File: src/rtl/id_ex_forward_stage_if.sv
// Signal bundle between the ID/EX stage and its surroundings: ID-side capture inputs,
// pipeline control, downstream writeback destinations and the registered EX-side outputs.
interface id_ex_forward_stage_if #(
    parameter int DATA_W  = 32,
    parameter int REG_AW  = 5,
    parameter int ALUOP_W = 4
);
    logic               stall;
    logic               flush;

    logic               id_valid;
    logic [DATA_W-1:0]  id_pc4;
    logic [DATA_W-1:0]  id_rs_data;
    logic [DATA_W-1:0]  id_rt_data;
    logic [DATA_W-1:0]  id_imm;
    logic [REG_AW-1:0]  id_rs;
    logic [REG_AW-1:0]  id_rt;
    logic [REG_AW-1:0]  id_rd;
    logic               id_reg_write;
    logic               id_mem_to_reg;
    logic               id_mem_read;
    logic               id_mem_write;
    logic               id_alu_src;
    logic               id_reg_dst;
    logic [ALUOP_W-1:0] id_alu_op;

    logic               exmem_reg_write;
    logic [REG_AW-1:0]  exmem_rd;
    logic               memwb_reg_write;
    logic [REG_AW-1:0]  memwb_rd;

    logic               ex_valid;
    logic [DATA_W-1:0]  ex_pc4;
    logic [DATA_W-1:0]  ex_rs_data;
    logic [DATA_W-1:0]  ex_rt_data;
    logic [DATA_W-1:0]  ex_imm;
    logic [REG_AW-1:0]  ex_rs;
    logic [REG_AW-1:0]  ex_rt;
    logic [REG_AW-1:0]  ex_dest;
    logic               ex_reg_write;
    logic               ex_mem_to_reg;
    logic               ex_mem_read;
    logic               ex_mem_write;
    logic               ex_alu_src;
    logic [ALUOP_W-1:0] ex_alu_op;
    logic [1:0]         fwd_a;
    logic [1:0]         fwd_b;
    logic               load_use_hazard;

    // Pipeline side: drives ID and control, observes the stage.
    modport master (
        output stall, flush,
        output id_valid, id_pc4, id_rs_data, id_rt_data, id_imm, id_rs, id_rt, id_rd,
        output id_reg_write, id_mem_to_reg, id_mem_read, id_mem_write, id_alu_src,
        output id_reg_dst, id_alu_op,
        output exmem_reg_write, exmem_rd, memwb_reg_write, memwb_rd,
        input  ex_valid, ex_pc4, ex_rs_data, ex_rt_data, ex_imm, ex_rs, ex_rt, ex_dest,
        input  ex_reg_write, ex_mem_to_reg, ex_mem_read, ex_mem_write, ex_alu_src,
        input  ex_alu_op, fwd_a, fwd_b, load_use_hazard
    );

    // Stage side.
    modport slave (
        input  stall, flush,
        input  id_valid, id_pc4, id_rs_data, id_rt_data, id_imm, id_rs, id_rt, id_rd,
        input  id_reg_write, id_mem_to_reg, id_mem_read, id_mem_write, id_alu_src,
        input  id_reg_dst, id_alu_op,
        input  exmem_reg_write, exmem_rd, memwb_reg_write, memwb_rd,
        output ex_valid, ex_pc4, ex_rs_data, ex_rt_data, ex_imm, ex_rs, ex_rt, ex_dest,
        output ex_reg_write, ex_mem_to_reg, ex_mem_read, ex_mem_write, ex_alu_src,
        output ex_alu_op, fwd_a, fwd_b, load_use_hazard
    );
endinterface

File: src/rtl/id_ex_forward_stage.sv
// ID/EX pipeline register with stall/flush, plus the EX operand forwarding selects
// and the load-use hazard detector.
module id_ex_forward_stage #(
    parameter int DATA_W  = 32,
    parameter int REG_AW  = 5,
    parameter int ALUOP_W = 4
) (
    input  logic                  clk,
    input  logic                  reset,
    id_ex_forward_stage_if.slave  bus
);

    localparam logic [1:0] SelRegFile = 2'b00;
    localparam logic [1:0] SelMemWb   = 2'b01;
    localparam logic [1:0] SelExMem   = 2'b10;

    typedef struct packed {
        logic               valid;
        logic [DATA_W-1:0]  pc4;
        logic [DATA_W-1:0]  rs_data;
        logic [DATA_W-1:0]  rt_data;
        logic [DATA_W-1:0]  imm;
        logic [REG_AW-1:0]  rs;
        logic [REG_AW-1:0]  rt;
        logic [REG_AW-1:0]  dest;
        logic               reg_write;
        logic               mem_to_reg;
        logic               mem_read;
        logic               mem_write;
        logic               alu_src;
        logic [ALUOP_W-1:0] alu_op;
    } idex_t;

    idex_t idex_q, idex_d;

    // Flush beats stall; an invalid ID slot still carries its fields but no side effects.
    always_comb begin
        idex_d = idex_q;
        if (bus.flush) begin
            idex_d = '0;
        end else if (!bus.stall) begin
            idex_d.valid      = bus.id_valid;
            idex_d.pc4        = bus.id_pc4;
            idex_d.rs_data    = bus.id_rs_data;
            idex_d.rt_data    = bus.id_rt_data;
            idex_d.imm        = bus.id_imm;
            idex_d.rs         = bus.id_rs;
            idex_d.rt         = bus.id_rt;
            idex_d.dest       = bus.id_reg_dst ? bus.id_rd : bus.id_rt;
            idex_d.reg_write  = bus.id_valid & bus.id_reg_write;
            idex_d.mem_to_reg = bus.id_valid & bus.id_mem_to_reg;
            idex_d.mem_read   = bus.id_valid & bus.id_mem_read;
            idex_d.mem_write  = bus.id_valid & bus.id_mem_write;
            idex_d.alu_src    = bus.id_valid & bus.id_alu_src;
            idex_d.alu_op     = bus.id_valid ? bus.id_alu_op : '0;
        end
    end

    always_ff @(posedge clk or posedge reset) begin
        if (reset) begin
            idex_q <= '0;
        end else begin
            idex_q <= idex_d;
        end
    end

    // Newest producer wins; register 0 is hard-wired and never forwarded.
    function automatic logic [1:0] fwd_sel(
        input logic [REG_AW-1:0] src,
        input logic              exmem_we,
        input logic [REG_AW-1:0] exmem_dst,
        input logic              memwb_we,
        input logic [REG_AW-1:0] memwb_dst
    );
        logic [1:0] sel;
        sel = SelRegFile;
        if (src != '0) begin
            if (exmem_we && (exmem_dst == src)) begin
                sel = SelExMem;
            end else if (memwb_we && (memwb_dst == src)) begin
                sel = SelMemWb;
            end
        end
        return sel;
    endfunction

    logic [1:0] fwd_a_sel;
    logic [1:0] fwd_b_sel;
    logic       dest_hit;
    logic       hazard;

    always_comb begin
        fwd_a_sel = fwd_sel(idex_q.rs, bus.exmem_reg_write, bus.exmem_rd,
                            bus.memwb_reg_write, bus.memwb_rd);
        fwd_b_sel = fwd_sel(idex_q.rt, bus.exmem_reg_write, bus.exmem_rd,
                            bus.memwb_reg_write, bus.memwb_rd);
    end

    // A load in EX whose result the ID instruction needs cannot be forwarded in time.
    always_comb begin
        dest_hit = (idex_q.dest == bus.id_rs) || (idex_q.dest == bus.id_rt);
        hazard   = idex_q.valid && idex_q.mem_read && (idex_q.dest != '0) && dest_hit;
    end

    assign bus.ex_valid        = idex_q.valid;
    assign bus.ex_pc4          = idex_q.pc4;
    assign bus.ex_rs_data      = idex_q.rs_data;
    assign bus.ex_rt_data      = idex_q.rt_data;
    assign bus.ex_imm          = idex_q.imm;
    assign bus.ex_rs           = idex_q.rs;
    assign bus.ex_rt           = idex_q.rt;
    assign bus.ex_dest         = idex_q.dest;
    assign bus.ex_reg_write    = idex_q.reg_write;
    assign bus.ex_mem_to_reg   = idex_q.mem_to_reg;
    assign bus.ex_mem_read     = idex_q.mem_read;
    assign bus.ex_mem_write    = idex_q.mem_write;
    assign bus.ex_alu_src      = idex_q.alu_src;
    assign bus.ex_alu_op       = idex_q.alu_op;
    assign bus.fwd_a           = fwd_a_sel;
    assign bus.fwd_b           = fwd_b_sel;
    assign bus.load_use_hazard = hazard;

endmodule

File: src/flat_wrapper.sv
// flat-port wrapper written by rule: the top's interface ports become plain ports
module id_ex_forward_stage_flat 
#(
    parameter int DATA_W  = 32,
    parameter int REG_AW  = 5,
    parameter int ALUOP_W = 4
)
  (clk, reset, bus_stall, bus_flush, bus_id_valid, bus_id_pc4, bus_id_rs_data, bus_id_rt_data, bus_id_imm, bus_id_rs, bus_id_rt, bus_id_rd, bus_id_reg_write, bus_id_mem_to_reg, bus_id_mem_read, bus_id_mem_write, bus_id_alu_src, bus_id_reg_dst, bus_id_alu_op, bus_exmem_reg_write, bus_exmem_rd, bus_memwb_reg_write, bus_memwb_rd, bus_ex_valid, bus_ex_pc4, bus_ex_rs_data, bus_ex_rt_data, bus_ex_imm, bus_ex_rs, bus_ex_rt, bus_ex_dest, bus_ex_reg_write, bus_ex_mem_to_reg, bus_ex_mem_read, bus_ex_mem_write, bus_ex_alu_src, bus_ex_alu_op, bus_fwd_a, bus_fwd_b, bus_load_use_hazard);
  id_ex_forward_stage_if #(.DATA_W(DATA_W), .REG_AW(REG_AW), .ALUOP_W(ALUOP_W)) bus_i ();
  input  logic clk;
  input  logic reset;
  input wire logic [$bits(bus_i.stall)-1:0] bus_stall;
  input wire logic [$bits(bus_i.flush)-1:0] bus_flush;
  input wire logic [$bits(bus_i.id_valid)-1:0] bus_id_valid;
  input wire logic [$bits(bus_i.id_pc4)-1:0] bus_id_pc4;
  input wire logic [$bits(bus_i.id_rs_data)-1:0] bus_id_rs_data;
  input wire logic [$bits(bus_i.id_rt_data)-1:0] bus_id_rt_data;
  input wire logic [$bits(bus_i.id_imm)-1:0] bus_id_imm;
  input wire logic [$bits(bus_i.id_rs)-1:0] bus_id_rs;
  input wire logic [$bits(bus_i.id_rt)-1:0] bus_id_rt;
  input wire logic [$bits(bus_i.id_rd)-1:0] bus_id_rd;
  input wire logic [$bits(bus_i.id_reg_write)-1:0] bus_id_reg_write;
  input wire logic [$bits(bus_i.id_mem_to_reg)-1:0] bus_id_mem_to_reg;
  input wire logic [$bits(bus_i.id_mem_read)-1:0] bus_id_mem_read;
  input wire logic [$bits(bus_i.id_mem_write)-1:0] bus_id_mem_write;
  input wire logic [$bits(bus_i.id_alu_src)-1:0] bus_id_alu_src;
  input wire logic [$bits(bus_i.id_reg_dst)-1:0] bus_id_reg_dst;
  input wire logic [$bits(bus_i.id_alu_op)-1:0] bus_id_alu_op;
  input wire logic [$bits(bus_i.exmem_reg_write)-1:0] bus_exmem_reg_write;
  input wire logic [$bits(bus_i.exmem_rd)-1:0] bus_exmem_rd;
  input wire logic [$bits(bus_i.memwb_reg_write)-1:0] bus_memwb_reg_write;
  input wire logic [$bits(bus_i.memwb_rd)-1:0] bus_memwb_rd;
  output wire logic [$bits(bus_i.ex_valid)-1:0] bus_ex_valid;
  output wire logic [$bits(bus_i.ex_pc4)-1:0] bus_ex_pc4;
  output wire logic [$bits(bus_i.ex_rs_data)-1:0] bus_ex_rs_data;
  output wire logic [$bits(bus_i.ex_rt_data)-1:0] bus_ex_rt_data;
  output wire logic [$bits(bus_i.ex_imm)-1:0] bus_ex_imm;
  output wire logic [$bits(bus_i.ex_rs)-1:0] bus_ex_rs;
  output wire logic [$bits(bus_i.ex_rt)-1:0] bus_ex_rt;
  output wire logic [$bits(bus_i.ex_dest)-1:0] bus_ex_dest;
  output wire logic [$bits(bus_i.ex_reg_write)-1:0] bus_ex_reg_write;
  output wire logic [$bits(bus_i.ex_mem_to_reg)-1:0] bus_ex_mem_to_reg;
  output wire logic [$bits(bus_i.ex_mem_read)-1:0] bus_ex_mem_read;
  output wire logic [$bits(bus_i.ex_mem_write)-1:0] bus_ex_mem_write;
  output wire logic [$bits(bus_i.ex_alu_src)-1:0] bus_ex_alu_src;
  output wire logic [$bits(bus_i.ex_alu_op)-1:0] bus_ex_alu_op;
  output wire logic [$bits(bus_i.fwd_a)-1:0] bus_fwd_a;
  output wire logic [$bits(bus_i.fwd_b)-1:0] bus_fwd_b;
  output wire logic [$bits(bus_i.load_use_hazard)-1:0] bus_load_use_hazard;
  assign bus_i.stall = bus_stall;
  assign bus_i.flush = bus_flush;
  assign bus_i.id_valid = bus_id_valid;
  assign bus_i.id_pc4 = bus_id_pc4;
  assign bus_i.id_rs_data = bus_id_rs_data;
  assign bus_i.id_rt_data = bus_id_rt_data;
  assign bus_i.id_imm = bus_id_imm;
  assign bus_i.id_rs = bus_id_rs;
  assign bus_i.id_rt = bus_id_rt;
  assign bus_i.id_rd = bus_id_rd;
  assign bus_i.id_reg_write = bus_id_reg_write;
  assign bus_i.id_mem_to_reg = bus_id_mem_to_reg;
  assign bus_i.id_mem_read = bus_id_mem_read;
  assign bus_i.id_mem_write = bus_id_mem_write;
  assign bus_i.id_alu_src = bus_id_alu_src;
  assign bus_i.id_reg_dst = bus_id_reg_dst;
  assign bus_i.id_alu_op = bus_id_alu_op;
  assign bus_i.exmem_reg_write = bus_exmem_reg_write;
  assign bus_i.exmem_rd = bus_exmem_rd;
  assign bus_i.memwb_reg_write = bus_memwb_reg_write;
  assign bus_i.memwb_rd = bus_memwb_rd;
  assign bus_ex_valid = bus_i.ex_valid;
  assign bus_ex_pc4 = bus_i.ex_pc4;
  assign bus_ex_rs_data = bus_i.ex_rs_data;
  assign bus_ex_rt_data = bus_i.ex_rt_data;
  assign bus_ex_imm = bus_i.ex_imm;
  assign bus_ex_rs = bus_i.ex_rs;
  assign bus_ex_rt = bus_i.ex_rt;
  assign bus_ex_dest = bus_i.ex_dest;
  assign bus_ex_reg_write = bus_i.ex_reg_write;
  assign bus_ex_mem_to_reg = bus_i.ex_mem_to_reg;
  assign bus_ex_mem_read = bus_i.ex_mem_read;
  assign bus_ex_mem_write = bus_i.ex_mem_write;
  assign bus_ex_alu_src = bus_i.ex_alu_src;
  assign bus_ex_alu_op = bus_i.ex_alu_op;
  assign bus_fwd_a = bus_i.fwd_a;
  assign bus_fwd_b = bus_i.fwd_b;
  assign bus_load_use_hazard = bus_i.load_use_hazard;
  id_ex_forward_stage #(.DATA_W(DATA_W), .REG_AW(REG_AW), .ALUOP_W(ALUOP_W)) u_core (.clk(clk), .reset(reset), .bus(bus_i));
endmodule
File: config.mk
export PLATFORM = sky130hd
export DESIGN_NAME = id_ex_forward_stage_flat
export DESIGN_NICKNAME = d
export VERILOG_FILES = /design/src/rtl/id_ex_forward_stage_if.sv /design/src/rtl/id_ex_forward_stage.sv /design/src/flat_wrapper.sv
export SDC_FILE = /design/constraint.sdc
export NUM_CORES = 1
export LEC_CHECK = 0
export ABC_AREA = 1
export CAP_MARGIN = 20
export CORE_UTILIZATION = 42
export CTS_BUF_LIST = sky130_fd_sc_hd__clkbuf_2
export CTS_CLUSTER_SIZE = 16
export DETAILED_ROUTE_END_ITERATION = 10
export PLACE_DENSITY = 0.95
export SLEW_MARGIN = 0
export SYNTH_ARGS = -nofsm -noshare
export SYNTH_HDL_FRONTEND = slang
export SYNTH_SLANG_ARGS = --single-unit
export TNS_END_PERCENT = 30
File: constraint.sdc
create_clock -name clk -period 6.9 [get_ports clk]
set_input_delay 1.38 -clock clk [delete_from_list [all_inputs] [get_ports clk]]
set_output_delay 1.38 -clock clk [all_outputs]
set_load 0.05 [all_outputs]
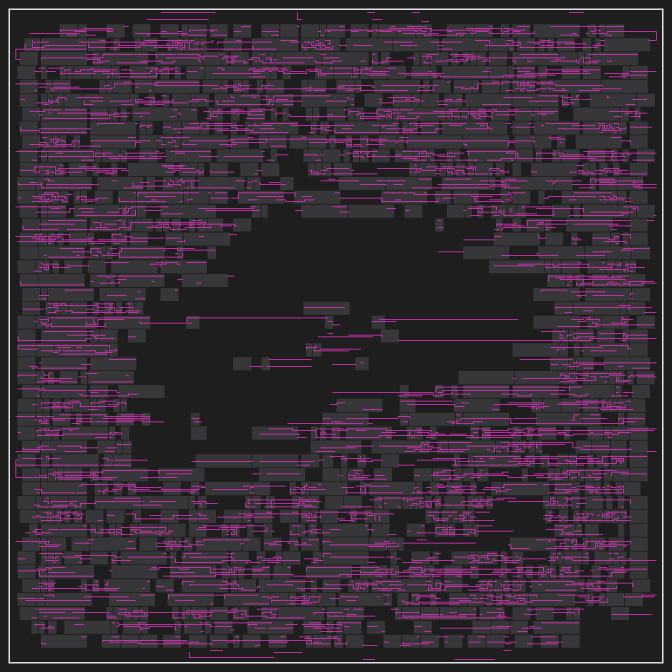
**Above:** run 1 (metal 1).
The layer carries 7880 microns of wire. The wires run mostly horizontal. 1034 nets have wire on it. The longest straight run is 37.7 microns.

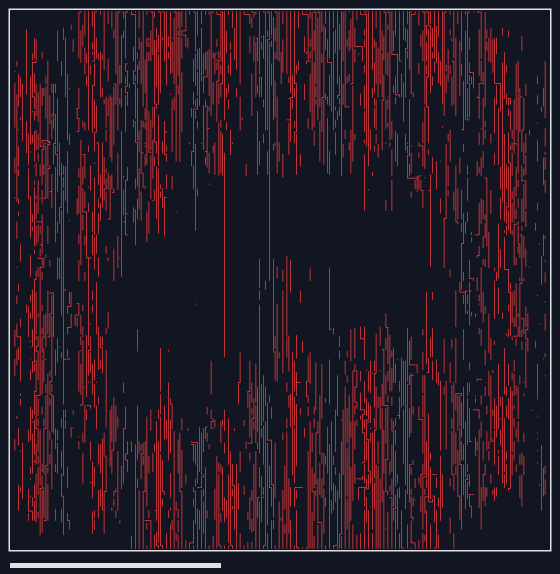
**Above:** run 1 (metal 2).
Scale bar: 50 microns.
The layer holds 50% of the routed length. The longest straight run is 56.4 microns. The layer carries 10200 microns of wire. 1035 nets have wire on it. The wires run mostly vertical.

==> flow_metrics.tcl, run 1 <==
# yosys + openroad results
set metrics [dict create \
    grt_busiest_layer "met2" \
    tool_warnings 32 \
    hp-class "reg2reg" \
    worstSetupStartpointType "input pin" \
    path_class "in2out" \
    ys_sh_mux_pct 0.150 \
    dr.pass1.iters 5 \
    drive_gt1_share_pct 3.88 \
    routed.top_layer "met4" \
    synth_top_area_share_pct 57.6 \
    fill_cells 1247 \
    synth_cells 768 \
    simple_gate_share_pct 31.7 \
    hold-path-cell-count 2 \
    cts_resized 0 \
    leakage_nw 4.96 \
    tightest_slew_ns 1.10 \
    cap_violations 0 \
    combGateArea_sq_um 2350 \
    cts_sinks 153 \
    peakVddDrop_mv 0.134 \
    yosys.cell_types.count 22 \
    synth_flops 153 \
    finalNonFillerCells 1294 \
    syn_area_sq_um 6650 \
    ys_sh_aoi_pct 2.11 \
    syn-mean-instance-area_sq_um 8.66 \
    arrival_ns 3.26 \
    syn-num-nets 938 \
    seq_area_sq_um 3830 \
    fin_crit_ns 4.64 \
    maxSlewViolCount 0 \
    critPathCaptureType "output pin" \
    cts_tree "built" \
    finalSetupViolations 0 \
    xor_area_share_pct 1.45 \
    hold_violations 0 \
    fa_ha_area_share_pct 0 \
    io_pins 328 \
    drcViolationCount 0 \
    r2r_start "u_core.bus.ex_dest[2]$_DFFE_PP0P_" \
    skew_ns 0 \
    cp_max_fo 3 \
    holdPathEnd "u_core.bus.ex_imm[26]$_DFFE_PP0P_" \
    reg2reg_slack_ns 5.99 \
    h-tree-depth 4 \
    p_per_area_nw_per_um2 208 \
    use_met1_pct 29.5 \
    slew_headroom_pct 26.8 \
    grt.overflow.total 0 \
    first_iter_violations 350 \
    yosys-top-cells-area "dfrtp_1 (58%), nand2_1 (18%), nand3_1 (12%)" \
    place.gp.congestion 0.851 \
    wire_per_inst_microns 15.7 \
    clock.fmax_mhz 216 \
    critPathRequiredTime_ns 5.52 \
    io_buffers 327 \
    viasPerCell 5.00 \
    status "finished, final reports clean" \
    grt_pass1_vias 6290 \
    core_sq_um 15300 \
    ys_cells 768 \
    cts_setup_buffers 0 \
    ctsHoldBuffers 0 \
    rows 45 \
    syn_to_final_growth_pct 53.4 \
    cts_root_buf "clkbuf_2" \
    r2r-end "u_core.bus.ex_dest[2]$_DFFE_PP0P_" \
    cts_inserted_buffers 17 \
    clockBufferDepth 2 \
    antenna_found_initial 1 \
    die_y_microns 128 \
    initCoreUtil_pct 43.4 \
    grt_max_degree 119 \
    use_met2_pct 42.1 \
    rsz0062_at_grt "false" \
    grt_use_total_pct 25.2 \
    chipArea_sq_um 16300 \
    dp_hpwl_microns 14400 \
    ys_area_sq_um 6650 \
    finalClockPeriodUsage_pct 67.2 \
    route.met2.wl_microns 10200 \
    nNetsFinal 1239 \
    hold_start "u_core.bus.ex_imm[26]$_DFFE_PP0P_" \
    yosysTopAreaCell "dfrtp_1" \
    clkTransAtPathRegs_ns 0.20 \
    top_logic_kind "simple AND/OR/NAND/NOR gates" \
    met1_length_microns 7880 \
    r2r_cells 2 \
    antenna_left 0 \
    dp_cells 1260 \
    grt_pass1_wl_microns 31900 \
    clock.latency.late_pin_ns 0.68 \
    ys_seq_share_pct 57.6 \
    die_w_microns 128 \
    hold_slack_ns 0.537 \
    wl_met3_microns 1300 \
    yosysWarningCount 0 \
    setup-tns-final_ns 0 \
]
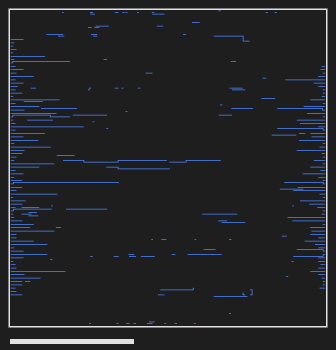
**Above:** run 1 (signal wires on met3).
Scale bar: 50 microns.
The layer carries 1300 microns of wire. The wires run mostly horizontal. The layer holds 6.4% of the routed length. The longest straight run is 42.6 microns. 194 nets have wire on it.
routed vias: 6472
met3 GRT Util: 6.51%
Post-Route WL: 20300 microns

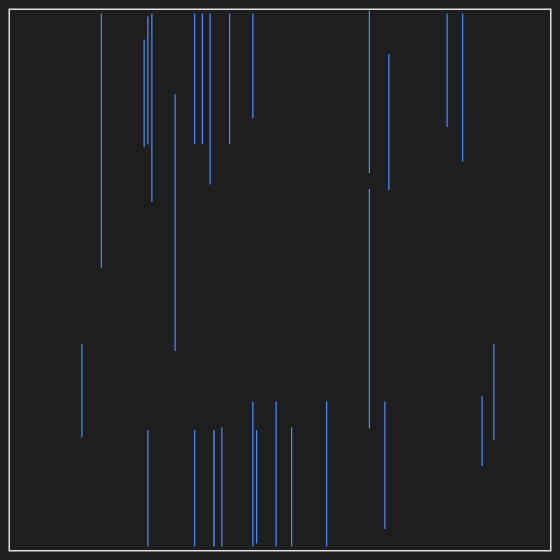
**Above:** run 1 (met4 routing).
The layer carries 920 microns of wire. The longest straight run is 60.5 microns.

-- run 1: cell usage in the layout, fill, tap and decap left out --
| master | netlist | final |
|---|---|---|
| inv_8 | 0 | 1 |
| a21oi_1 | 7 | 7 |
| nand3_1 | 157 | 157 |
| nand3b_1 | 2 | 2 |
| inv_1 | 29 | 28 |
| bufinv_16 | 0 | 5 |
| dfrtp_1 | 153 | 153 |
| clkinv_2 | 0 | 2 |
| inv_6 | 0 | 3 |
| clkbuf_2 | 1 | 18 |
| nand2_1 | 312 | 312 |
| clkdlybuf4s50_1 | 0 | 326 |
| o22ai_1 | 12 | 12 |
| nand4_1 | 3 | 3 |
| diode_2 | 0 | 1 |
| mux2i_1 | 1 | 1 |
| xnor2_1 | 11 | 11 |
| buf_16 | 0 | 1 |
| clkinv_1 | 0 | 1 |
| or2_2 | 2 | 2 |
| buf_4 | 16 | 5 |
| nor2_1 | 16 | 16 |
| inv_4 | 0 | 1 |
| nor2_8 | 1 | 1 |
| clkinv_4 | 0 | 3 |
| nor3_1 | 5 | 5 |
| o21ai_0 | 6 | 6 |
-- run 1: critical path: stages --
cell             delay, ns
clkdlybuf4s50_1       0.51
inv_1                 0.09
nand2_1               0.06
o21ai_0               0.08
nor2_1                0.11
nand3_1               0.08
a21oi_1               0.15
clkdlybuf4s50_1       0.82
-- run 1: worst max-delay path by stage --
stage                                from                             endpoint  slack, ns  cells past startpoint
after floorplan                     reset  u_core.bus.ex_alu_op[0]$_DFFE_PP0P_       1.40                      1
after CTS                    bus_id_rt[3]                  bus_load_use_hazard       2.27                      8
after global routing         bus_id_rt[2]                  bus_load_use_hazard       2.14                      8
after global placement       bus_id_rt[3]                  bus_load_use_hazard       2.29                      8
after detailed placement  bus_exmem_rd[1]                         bus_fwd_b[1]       2.28                      7
final                        bus_id_rt[3]                  bus_load_use_hazard       2.26                      8
-- run 1: cell usage after synthesis (all sizes together) --
cell    instances
dfrtp         153
xnor2          11
nand2         312
nand4           3
inv            30
buf            44
nand3         157
clkbuf          6
nor2           17
o21ai           6
o22ai          12
a21oi           7
mux2i           1
nor3            5
or2             2
nand3b          2
-- run 1: power breakdown --
group	switching [mW]	total [mW]	internal [mW]
Sequential	0.0340	0.980	0.946
Combinational	0.325	0.530	0.205
Clock	0.330	0.610	0.280
Total	0.689	2.12	1.43
-- run 1: per-stage QoR --
step	worst slack [ns]	power, mW	instance area [sq um]	util, %
finish	2.26	2.12	10200	66.7
global route	2.14	2.22	10200	66.7
CTS	2.27	2.14	10200	66.5
detailed placement	2.28	1.53	9870	64.4
global placement	2.29	1.52	9870	64.4
floorplan	1.40	1.30	6650	-
-- run 1: cells by family after synthesis --
kind of cell / count (synthesis)
muxes: 1
xor gates and xnor gates: 11
buffers and inverters: 80
AOI/OAI and AO/OA: 25
and+or+nand+nor: 498
DFF: 153
-- run 1: area by class of cell --
class | count | area share (%)
diodes | 1 | 0.0245
multi-input cells | 535 | 23.1
inverters | 30 | 1.18
flip-flops and latches | 153 | 37.5
clock buffers | 18 | 0.883
well taps | 211 | 2.59
clock inverters | 14 | 2.15
repair buffers | 332 | 32.6
==> run 2, diff against run 1 <==
clock period = 4.35 ns   (was 6.9 ns; I/O delays follow)
==> flow_metrics.tcl, run 2 <==
# yosys + openroad results
set metrics [dict create \
    syn_area_sq_um 6650 \
    ys_cells 768 \
    cts_setup_buffers 0 \
    syn-num-nets 938 \
    status "aborted with a tool error" \
    initCoreUtil_pct 43.4 \
    edf_count 0 \
    haltStage "final report (6_report)" \
    error "[ERROR RCX-0544] Connection and drawing faults: 1, in 1 nets (warnings RCX-0540 to RCX-0555, RCX-0564 and RCX-0565). The parasitics of these nets may be wrong, so none..." \
    grt.overflow.total 0 \
    yosysWarningCount 0 \
    cts_resized 0 \
    dp_hpwl_microns 14800 \
    h-tree-depth 4 \
    top_cell "nand2_1" \
    placed_area_sq_um 9910 \
    dp_cells 1264 \
    grt_use_total_pct 24.9 \
    place.gp.congestion 0.877 \
    via_count 6452 \
    die_y_microns 128 \
    synth_flops 153 \
    yosys-top-cells-area "dfrtp_1 (58%), nand2_1 (18%), nand3_1 (12%)" \
    cts_sinks 153 \
    rows 45 \
    die_w_microns 128 \
    antenna_found_initial 1 \
    dr.pass1.iters 5 \
    cts_inserted_buffers 17 \
    cts_root_buf "clkbuf_2" \
    ctsHoldBuffers 0 \
    grt_pass1_wl_microns 31600 \
    clockBufferDepth 2 \
    ys_seq_share_pct 57.6 \
    synth_cells 768 \
    yosys.cell_types.count 22 \
    synthTopCellsByCount "nand2_1 (312), nand3_1 (157), dfrtp_1 (153)" \
    ys_area_sq_um 6650 \
    synth_top_area_share_pct 57.6 \
    io_pins 328 \
    dp_slack_ns 0.769 \
    first_iter_violations 452 \
    io_buffers 327 \
    ys.flop_type "dfrtp_1" \
    syn-mean-instance-area_sq_um 8.66 \
    antenna_left 0 \
    synth-async-reset-ratio_pct 100 \
    totalWireLength_microns 20400 \
    grt_pass1_vias 6306 \
    grt_max_degree 85 \
    yosysTopAreaCell "dfrtp_1" \
]
-- run 2: cells by family after synthesis --
family	share of synthesized area, %
DFF	57.6
buffers and inverters	7.05
muxes	0.150
xor gates and xnor gates	1.45
AOI/OAI and AO/OA	2.11
and+or+nand+nor	31.7
-- run 2: per-layer routing --
metal / global-route usage [%] / vias up / part of all wire [%]
li1: - / 3079 / -
met1: 29.1 / 3047 / 39
met2: 42.2 / 267 / 50
met3: 6.64 / 59 / 6.9
met4: 12.7 / 0 / 4.2
met5: 0 / - / 0
==> run 3, diff against run 2 <==
CORE_UTILIZATION = 30   (was 42)
CTS_BUF_LIST = unset   (was sky130_fd_sc_hd__clkbuf_2)
CTS_CLUSTER_SIZE = unset   (was 16)
PLACE_DENSITY = unset   (was 0.95)
PLACE_DENSITY_LB_ADDON = 0.15   (was unset)
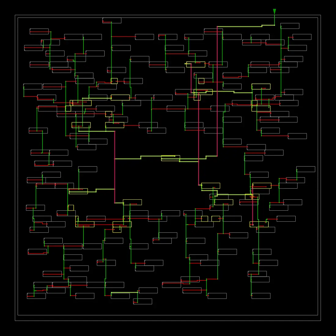
**Above:** run 3 (the clock network).
Seq cells: 153
Worst-Skew Late Latency: 0.42 ns
total CTS buffers: 17
P_clk: 1.39 mW

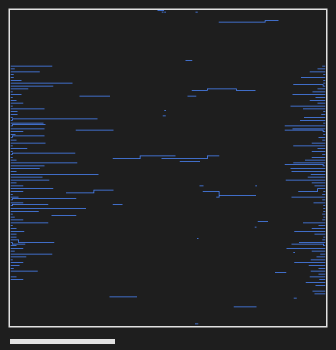
**Above:** run 3 (signal wires on met3).
Scale bar: 50 microns.
The layer holds 7.3% of the routed length. The longest straight run is 41.6 microns. 168 nets have wire on it. The layer carries 1580 microns of wire. The wires run mostly horizontal.
met3 GRT Util: 6.02%
Post-Route WL: 21700 microns
routed vias: 6234

==> flow_metrics.tcl, run 3 <==
# yosys + openroad results
set metrics [dict create \
    status "finished, final reports clean" \
    clock_power_share_pct 36.8 \
    worstSetupStartpointType "input pin" \
    ys_seq_share_pct 57.6 \
    finalClockPeriodUsage_pct 83.3 \
    antenna_left 0 \
    dp_cells 1334 \
    critPathRequiredTime_ns 3.48 \
    first_iter_violations 262 \
    fill_cells 2137 \
    p_sw_share_pct 32.1 \
    mostFrequentLayoutCells "clkdlybuf4s50_1 (326), nand2_1 (312), nand3_1 (157), dfrtp_1 (153), inv_1 (28)" \
    syn-num-nets 938 \
    cap_violations 0 \
    grt.overflow.total 0 \
    fin_ws_ns 0.728 \
    initCoreUtil_pct 30.6 \
    antenna_found_initial 0 \
    syn-mean-instance-area_sq_um 8.66 \
    tool_warnings 26 \
    yosys-top-cells-area "dfrtp_1 (58%), nand2_1 (18%), nand3_1 (12%)" \
    synth_top_area_share_pct 57.6 \
    viasPerCell 4.56 \
    finalSetupViolations 0 \
    pwr-share-comb_pct 22.4 \
    yosysWarningCount 0 \
    ys.flop_type "dfrtp_1" \
    cts_root_buf "clkbuf_16" \
    p_int_mw 2.58 \
    cts_tree "built" \
    seq_power_share_pct 40.9 \
    synth-async-reset-ratio_pct 100 \
    yosysTopAreaCell "dfrtp_1" \
    ys_cells 768 \
    synth_flops 153 \
    syn_to_final_growth_pct 58.8 \
    setup-tns-final_ns 0 \
    clockBufferDepth 2 \
    leakage_nw 5.05 \
    skew_ns 0 \
    grt_use_total_pct 18.6 \
    total_power_mw 3.79 \
    yosys.cell_types.count 22 \
    grt_pass1_vias 5927 \
    synthTopCellsByCount "nand2_1 (312), nand3_1 (157), dfrtp_1 (153)" \
    io_pins 328 \
    layout_top_cell "clkdlybuf4s50_1" \
    dp_hpwl_microns 15000 \
    place.gp.congestion 0.911 \
    synth_cells 768 \
    drcViolationCount 0 \
    clkTransAtPathRegs_ns 0.06 \
    clock.fmax_mhz 276 \
    fin_crit_ns 3.62 \
    finalNonFillerCells 1366 \
    grt_max_degree 69 \
    dp_slack_ns 0.726 \
    hp-class "reg2reg" \
    p_per_area_nw_per_um2 359 \
    nNetsFinal 1243 \
    drive_gt1_share_pct 4.14 \
    rsz0062_at_grt "false" \
    peakVddDrop_mv 0.224 \
    rows 54 \
    h-tree-depth 4 \
    tightest_slew_ns 0.766 \
    cp_max_fo 3 \
    hold_violations 0 \
    path_class "in2out" \
    chipArea_sq_um 22800 \
    wire_per_inst_microns 15.9 \
    edf_count 0 \
    die_y_microns 151 \
    core_sq_um 21800 \
    top_cell "nand2_1" \
    maxSlewViolCount 0 \
    critPathCaptureType "output pin" \
    io_buffers 327 \
    cts_setup_buffers 0 \
    ys_area_sq_um 6650 \
    switchingPower_mw 1.22 \
    cts_resized 0 \
    arrival_ns 2.75 \
    slew_headroom_pct 48.9 \
    die_w_microns 151 \
    cts_sinks 153 \
    ctsHoldBuffers 0 \
    syn_area_sq_um 6650 \
    dr.pass1.iters 4 \
    n_antenna_cell 0 \
    grt_pass1_wl_microns 32600 \
]
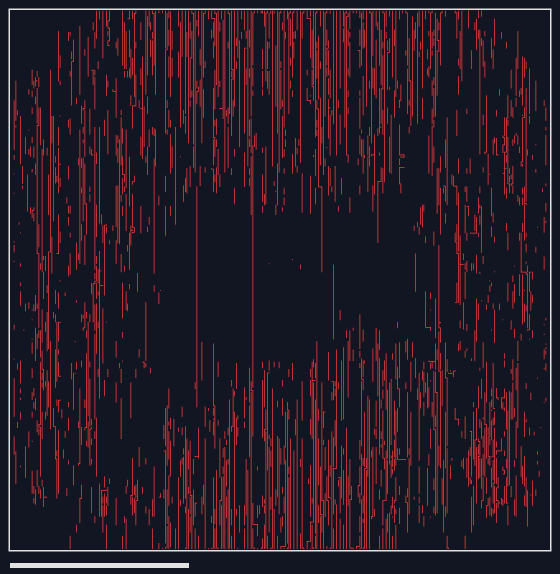
**Above:** run 3 (metal 2).
Scale bar: 50 microns.
The longest straight run is 67.7 microns. The layer carries 10600 microns of wire. The layer holds 49% of the routed length. 976 nets have wire on it.

-- run 3: cell counts after synthesis --
No cell type changed its count.
-- run 3: worst max-delay path, stage by stage --
cell and delay (ns):
clkdlybuf4s50_1 0.50, inv_1 0.07, nand2_1 0.07, nand2_1 0.05, nand3b_1 0.16, nor3_1 0.21
clkdlybuf4s50_1 0.83
-- run 3: logic make-up (layout without fill, tap and decap cells) --
logic type | after synthesis | in the layout | synth area share (%)
xor gates and xnor gates | 11 | 11 | 1.45
AOI/OAI and AO/OA | 25 | 25 | 2.11
muxes | 1 | 1 | 0.150
DFF | 153 | 153 | 57.6
and+or+nand+nor | 498 | 498 | 31.7
buffers and inverters | 80 | 398 | 7.05
-- run 3: per-stage QoR --
| stage | hold slack (ns) | utilization [%] | instance area (sq um) |
|---|---|---|---|
| after floorplan | 0.782 | - | 6660 |
| after global placement | 0.487 | 46.0 | 10000 |
| after detailed placement | 0.492 | 46.0 | 10000 |
| after CTS | 0.510 | 48.6 | 10600 |
| after global routing | 0.525 | 48.6 | 10600 |
| final | 0.506 | 48.6 | 10600 |
-- run 3: area by class of cell --
type / count / area, sq um / share of cell area, %
clock buffer: 19 / 433 / 4.10
clock inverter: 13 / 114 / 1.08
inverter: 30 / 119 / 1.13
multi-input combinational: 535 / 2350 / 22.3
sequential: 153 / 3830 / 36.2
tap: 280 / 350 / 3.32
timing repair buffer: 336 / 3360 / 31.8
-- run 3: power by group through the flow --
| stage | registers, mW | clock network, mW | logic (mW) |
|---|---|---|---|
| 6_report | 1.55 | 1.39 | 0.849 |
| 5_1_grt | 1.56 | 1.51 | 0.905 |
| 4_1_cts | 1.55 | 1.44 | 0.861 |
| 3_5_place_dp | 1.58 | 0 | 0.859 |
| 3_3_place_gp | 1.57 | 0 | 0.860 |
| 2_1_floorplan | 1.85 | 0 | 0.204 |
-- run 3: path summary, 6_finish.rpt --
kind                                                            start                                     to  slack [ns]  cells past startpoint
min in group asynchronous                                       reset       u_core.bus.ex_pc4[2]$_DFFE_PP0P_        0.85                      2
worst min register to register  u_core.bus.ex_rs_data[28]$_DFFE_PP0P_  u_core.bus.ex_rs_data[28]$_DFFE_PP0P_        0.51                      2
worst min-delay path            u_core.bus.ex_rs_data[28]$_DFFE_PP0P_  u_core.bus.ex_rs_data[28]$_DFFE_PP0P_        0.51                      2
worst max-delay path                                  bus_exmem_rd[1]                           bus_fwd_b[1]        0.73                      7
max in group asynchronous                                       reset  u_core.bus.ex_rs_data[26]$_DFFE_PP0P_        2.75                      3
worst max register to register        u_core.bus.ex_rt[3]$_DFFE_PP0P_        u_core.bus.ex_rt[3]$_DFFE_PP0P_        3.54                      2
-- run 3: routing by layer --
metal | GRT usage [%] | part of all wire [%] | up-vias | routed length, microns
met5 | 0 | 0 | - | 0
met2 | 30.5 | 49 | 195 | 10600
met4 | 6.15 | 1.7 | 0 | 378
li1 | - | - | 3070 | -
met3 | 6.02 | 7.3 | 24 | 1580
met1 | 23.0 | 42 | 2945 | 9110
Power figures rest on the tool's default switching activity, not on a simulated workload.
